Supply network:
The bar under the picture is 20 um long. Pins as bars on the die edge.
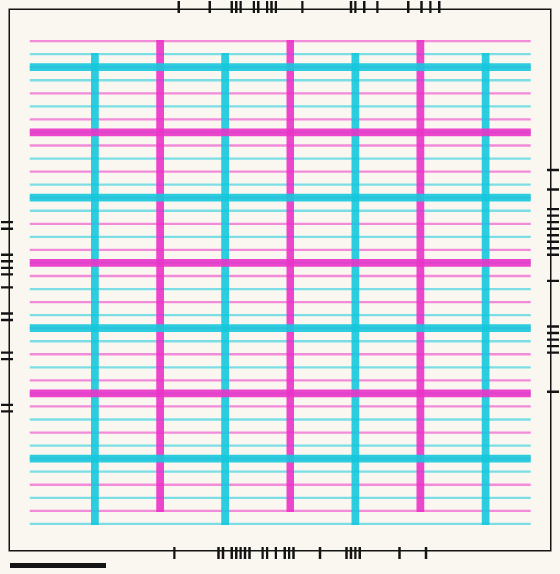
Clock nets:
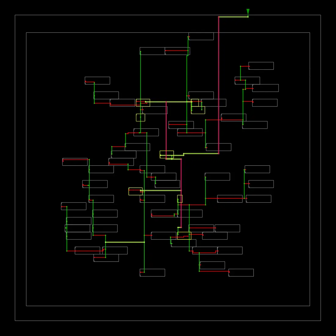
**src/rtl/mac_result_reader_pkg.sv**
```systemverilog
// Shared definitions for the MAC result buffer: slot geometry, drain FSM
// encoding and slot helpers used by the MAC and the result reader.
package mac_result_reader_pkg;

  localparam int WORDS  = 4;
  localparam int BYTE_W = 8;
  localparam int WORD_W = WORDS * BYTE_W;
  localparam int IDX_W  = $clog2(WORDS);
  localparam int CNT_W  = 3;

  typedef enum logic [1:0] {
    S_IDLE = 2'd0,
    S_SEND = 2'd1,
    S_DONE = 2'd2
  } state_t;

  function automatic logic [BYTE_W-1:0] slot_sel(input logic [WORD_W-1:0] word,
                                                 input logic [IDX_W-1:0]  sel);
    return word[sel*BYTE_W +: BYTE_W];
  endfunction

  // Counts above the slot count saturate so a bogus count never drains garbage.
  function automatic logic [CNT_W-1:0] sat_count(input logic [CNT_W-1:0] c);
    return (c > CNT_W'(WORDS)) ? CNT_W'(WORDS) : c;
  endfunction

endpackage

```
**src/rtl/mac_result_reader_if.sv**
```systemverilog
// Byte output stream of the result reader.
// Valid/ready: a byte transfers on every rising edge where out_valid and out_ready
// are both high; once raised, out_valid stays high and out_data/out_addr stay stable
// until that transfer happens.
interface mac_result_reader_if #(parameter int ADDR_W = 16);
  import mac_result_reader_pkg::*;

  logic [BYTE_W-1:0] out_data;
  logic [ADDR_W-1:0] out_addr;
  logic              out_valid;
  logic              out_ready;

  modport master (output out_data, output out_addr, output out_valid, input out_ready);
  modport slave  (input out_data, input out_addr, input out_valid, output out_ready);

endinterface

```
**src/rtl/mac_result_reader_res_byte_mux.sv**
```systemverilog
// Combinational WORDS:1 slot selector on the snapshotted result word.
module res_byte_mux
  import mac_result_reader_pkg::*;
(
  input  logic [WORD_W-1:0] word,
  input  logic [IDX_W-1:0]  sel,
  output logic [BYTE_W-1:0] byte_out
);

  assign byte_out = slot_sel(word, sel);

endmodule

```
**src/rtl/mac_result_reader.sv**
```systemverilog
// Drains a snapshot of the packed MAC result word as a byte stream with a
// persistent output address, then pulses the MAC result-buffer clear.
module mac_result_reader
  import mac_result_reader_pkg::*;
#(
  parameter int ADDR_W = 16
) (
  input  logic                       clk,
  input  logic                       rst,
  input  logic                       start,
  input  logic [WORD_W-1:0]          res_word,
  input  logic [CNT_W-1:0]           res_count,
  input  logic                       addr_clr,
  output logic                       busy,
  output logic                       done,
  output logic                       clr_res,
  output state_t                     state_dbg,
  mac_result_reader_if.master        out_if
);

  state_t              state, next_state;
  logic [WORD_W-1:0]   shadow;
  logic [CNT_W-1:0]    cnt;
  logic [CNT_W-1:0]    idx;
  logic [ADDR_W-1:0]   addr;
  logic [BYTE_W-1:0]   mux_byte;
  logic                hs;

  res_byte_mux u_mux (
    .word     (shadow),
    .sel      (idx[IDX_W-1:0]),
    .byte_out (mux_byte)
  );

  always_ff @(posedge clk or posedge rst) begin
    if (rst) state <= S_IDLE;
    else     state <= next_state;
  end

  always_comb begin
    next_state = state;
    hs         = 1'b0;
    case (state)
      S_IDLE: if (start) next_state = (sat_count(res_count) == '0) ? S_DONE : S_SEND;
      S_SEND: begin
        hs = out_if.out_ready;
        if (hs && (idx == cnt - CNT_W'(1))) next_state = S_DONE;
      end
      S_DONE:  next_state = S_IDLE;
      default: next_state = S_IDLE;
    endcase
  end

  // Snapshot only in IDLE, so a start during a drain never disturbs it.
  always_ff @(posedge clk or posedge rst) begin
    if (rst) begin
      shadow <= '0;
      cnt    <= '0;
      idx    <= '0;
      addr   <= '0;
    end else begin
      if (state == S_IDLE && start) begin
        shadow <= res_word;
        cnt    <= sat_count(res_count);
        idx    <= '0;
      end else if (hs) begin
        idx <= idx + CNT_W'(1);
      end
      if (addr_clr)  addr <= '0;
      else if (hs)   addr <= addr + ADDR_W'(1);
    end
  end

  assign out_if.out_valid = (state == S_SEND);
  assign out_if.out_data  = (state == S_SEND) ? mux_byte : '0;
  assign out_if.out_addr  = addr;
  assign busy             = (state != S_IDLE);
  assign done             = (state == S_DONE);
  assign clr_res          = (state == S_DONE);
  assign state_dbg        = state;

endmodule

```
**src/flat_wrapper.sv**
```systemverilog
// flat-port wrapper written by rule: the top's interface ports become plain ports
module mac_result_reader_flat import mac_result_reader_pkg::*;
#(
  parameter int ADDR_W = 16
)
  (clk, rst, start, res_word, res_count, addr_clr, busy, done, clr_res, state_dbg, out_if_out_data, out_if_out_addr, out_if_out_valid, out_if_out_ready);
  mac_result_reader_if #(.ADDR_W(ADDR_W)) out_if_i ();
  input  logic clk;
  input  logic rst;
  input  logic start;
  input  logic [WORD_W-1:0] res_word;
  input  logic [CNT_W-1:0] res_count;
  input  logic addr_clr;
  output logic busy;
  output logic done;
  output logic clr_res;
  output state_t state_dbg;
  output wire logic [$bits(out_if_i.out_data)-1:0] out_if_out_data;
  output wire logic [$bits(out_if_i.out_addr)-1:0] out_if_out_addr;
  output wire logic [$bits(out_if_i.out_valid)-1:0] out_if_out_valid;
  input wire logic [$bits(out_if_i.out_ready)-1:0] out_if_out_ready;
  assign out_if_out_data = out_if_i.out_data;
  assign out_if_out_addr = out_if_i.out_addr;
  assign out_if_out_valid = out_if_i.out_valid;
  assign out_if_i.out_ready = out_if_out_ready;
  mac_result_reader #(.ADDR_W(ADDR_W)) u_core (.clk(clk), .rst(rst), .start(start), .res_word(res_word), .res_count(res_count), .addr_clr(addr_clr), .busy(busy), .done(done), .clr_res(clr_res), .state_dbg(state_dbg), .out_if(out_if_i));
endmodule
```
**config.mk**
```make
export PLATFORM = sky130hd
export DESIGN_NAME = mac_result_reader_flat
export DESIGN_NICKNAME = d
export VERILOG_FILES = /design/src/rtl/mac_result_reader_pkg.sv /design/src/rtl/mac_result_reader_if.sv /design/src/rtl/mac_result_reader_res_byte_mux.sv /design/src/rtl/mac_result_reader.sv /design/src/flat_wrapper.sv
export SDC_FILE = /design/constraint.sdc
export NUM_CORES = 1
export LEC_CHECK = 0
export ABC_AREA = 1
export CORE_MARGIN = 4
export CORE_UTILIZATION = 26
export DETAILED_ROUTE_END_ITERATION = 16
export HOLD_SLACK_MARGIN = 0.08
export MAX_ROUTING_LAYER = met4
export RECOVER_POWER = 25
export SLEW_MARGIN = 20
export SYNTH_ARGS = -nofsm -noshare
export SYNTH_HDL_FRONTEND = slang
export SYNTH_SLANG_ARGS = --single-unit
```
**constraint.sdc**
```tcl
create_clock -name clk -period 1.5 [get_ports clk]
set_input_delay 0.225 -clock clk [delete_from_list [all_inputs] [get_ports clk]]
set_output_delay 0.225 -clock clk [all_outputs]
set_load 0.01 [all_outputs]
```
==> results_slide.txt <==
Synthesis and Place & Route Summary

Power and ir drop
  • Pint: 3.60 mW
  • Pwr Total: 5.94 mW
  • Sw frac: 39.4%
  • Combinational Power Share: 46.4%
  • Psw: 2.34 mW
  • Pwr Density: 1450 nW/um2
  • Clock share of power: 14.4%
  • Seq pwr share: 39.2%
  • Maximum VDD drop: 0.501 mV

Timing
  • Skew final: 0.00953 ns
  • Crit path time final: 1.66 ns
  • Slew Viols, Final: 0
  • TNS Setup: -0.984 ns
  • Worst-Margin Slew: 0.512 ns
  • Max Freq: 601 MHz
  • Setup Viol. Count Final: 8
  • Hold Violations, Final: 0
  • Post-route clock period utilization: 111%
  • Setup ws final: -0.164 ns
  • Slew headroom: 65.9%
  • RSZ-0062 raised after global routing: yes
  • WHS: 0.335 ns

Floorplan
  • Row cnt: 37
  • Die X: 113 um
  • Die span in y: 113 um
  • I/O pin count: 70
  • Initial Util: 27.1%
  • Chip area: 12,700 um2
  • Core area: 10,500 um2

Critical path
  • Stages on the worst setup path: 5
  • Buf+Inv Stages, Crit Path: 2
  • Reg2reg path depth: 7
  • Worst R2R Start: u_core.cnt[0]
  • CP endpoint: out_if_out_data[3]
  • WS Path Type: flop to primary output
  • CP required: 1.27 ns
  • Worst Setup Start Kind: flop
  • R2R setup slack: 0.09 ns
  • Max Fanout on Critical Path: 8
  • Worst EP arrival: 1.44 ns
  • Crit path launch: u_core.idx[0]
  • Slowest stage cell, crit path: dfrtp_2
  • Critical path endpoint category: primary output
  • CP max stage delay: 0.46 ns

Route
  • Routed via count: 2,701
  • Vias per std cell: 4.35
  • Post-route antenna net violation count: 0
  • Drc violations: 0
  • DRT Pass-1 Iters: 4
  • Avg WL per Cell: 12.5 um
  • Drt first-iter violations: 111
  • Total wire length: 7740 um

Final layout
  • Fin util: 39.0%
  • Top reg by flops: u_core.shadow
  • Post-route cell area: 4100 um2
  • Most frequent cells in the layout: nand2_1 (138), dfrtp_1 (54), clkdlybuf4s50_1 (48), nor2_1 (46), buf_4 (36)
  • Layout area overhead: 44.3%
  • Non-Filler Instances: 621
  • Max reg flops: 32
  • N_diodes: 0
  • Final net count: 527
  • Commonest Layout Cell: nand2_1
  • Share of cells above drive strength 1: 18.1%

Synthesis
  • Comb area leader: simple AND/OR/NAND/NOR gates
  • XOR/XNOR Area Share: 1.54%
  • Yosys warns: 0
  • Synth flops: 56
  • Count of mapped cells out of synthesis: 379
  • Simple Share, Synth: 31.5%
  • Yosys Instances: 379
  • Post-Synth Adder-Cell Area: 1.32%
  • Yosys aoi share: 8.98%
  • Mux frac, synth: 0%
  • Synth Net Count: 422
  • Synth Cell Area: 2840 um2
  • Yosys cell types: 25
  • Post-synth seq share: 49.3%

CTS
  • Root Driver: clkbuf_8
  • CTS Hold Bufs: 0
  • Reg clk slew, reported paths: 0.11 ns
  • Clock tree from TritonCTS: built
  • Clk buf depth: 2
  • H-tree level count: 2
  • CTS buffer count: 5
  • Post-CTS Resized: 55

Place
  • DP HPWL: 5970 um
  • Placement Cell Area: 3940 um2
  • Place WS: -0.271 ns
  • Placed cells: 599
  • PortBufs: 69
  • GP Congestion: 0.902

Global routing
  • Vias in the first global route: 2,805
  • GRT Total Usage: 13.2%
  • Largest net degree at the start of global routing: 23

Worst hold path
  • Hold Crit Class: primary input to async pin

Run
  • Stage-log warning count: 28
  • Max-Cap Viols: 0

Status
  • Status: finished with violations
  • Failing checks: setup timing
-- 'supply network' (at the start) --
| net | color |
|---|---|
| VDD | magenta |
| VSS | cyan |
met4 straps: 7
met1 rails: 38

-- 'clock nets' (at the start) --
Clock Latency Late Sink: 0.32 ns
CTS sink count: 56
registers: 56
final-layout clock buffer total: 5

Yosys cell counts:
master / instances / share of area, %
nand2_1: 140 / 18
dfrtp_1: 56 / 49
nor2_1: 50 / 6.6
inv_1: 34 / 4.5
o21ai_0: 23 / 4.0
a21oi_1: 13 / 2.3
buf_2: 9 / 1.6
nand3_1: 9 / 1.6
o211ai_1: 8 / 2.1
clkbuf_1: 6 / 0.79
nor3_1: 5 / 0.88
nand4_1: 4 / 0.88
ha_1: 3 / 1.3
nor2_4: 3 / 1.2
xor2_1: 3 / 0.92
inv_2: 2 / 0.26
nand2_4: 2 / 0.79
xnor2_1: 2 / 0.62
and3_2: 1 / 0.26
buf_4: 1 / 0.26
nand3_2: 1 / 0.35
nor2_2: 1 / 0.22
o21a_1: 1 / 0.26
o31ai_1: 1 / 0.26
or2_2: 1 / 0.22
per-layer routing:
layer  wire, um  up-vias  part of all wire (%)  GRT usage (%)
li1           -     1385                     -              -
met1       3600     1248                    47           16.8
met2       3730       57                    48           21.5
met3        266       11                   3.4           2.05
met4        140        0                   1.8           4.17
met5          0        -                     0              -
final cells by class:
type | count | area [um2]
Multi-Input combinational cell | 271 | 1270
Tap cell | 136 | 170
Timing Repair Buffer | 114 | 1030
Clock inverter | 3 | 21.3
Inverter | 36 | 136
Sequential cell | 56 | 1400
Clock buffer | 5 | 68.8
Fill cell | 1077 | 6410
power by group through the flow:
| stage | logic (mW) | clock network [mW] | registers, mW |
|---|---|---|---|
| after floorplan | 1.56 | 0 | 2.26 |
| after global placement | 2.78 | 0 | 2.33 |
| after detailed placement | 2.85 | 0 | 2.34 |
| after CTS | 2.75 | 0.886 | 2.32 |
| after global routing | 3.15 | 0.927 | 2.39 |
| final | 2.75 | 0.856 | 2.33 |
Power figures rest on the tool's default switching activity, not on a simulated workload.
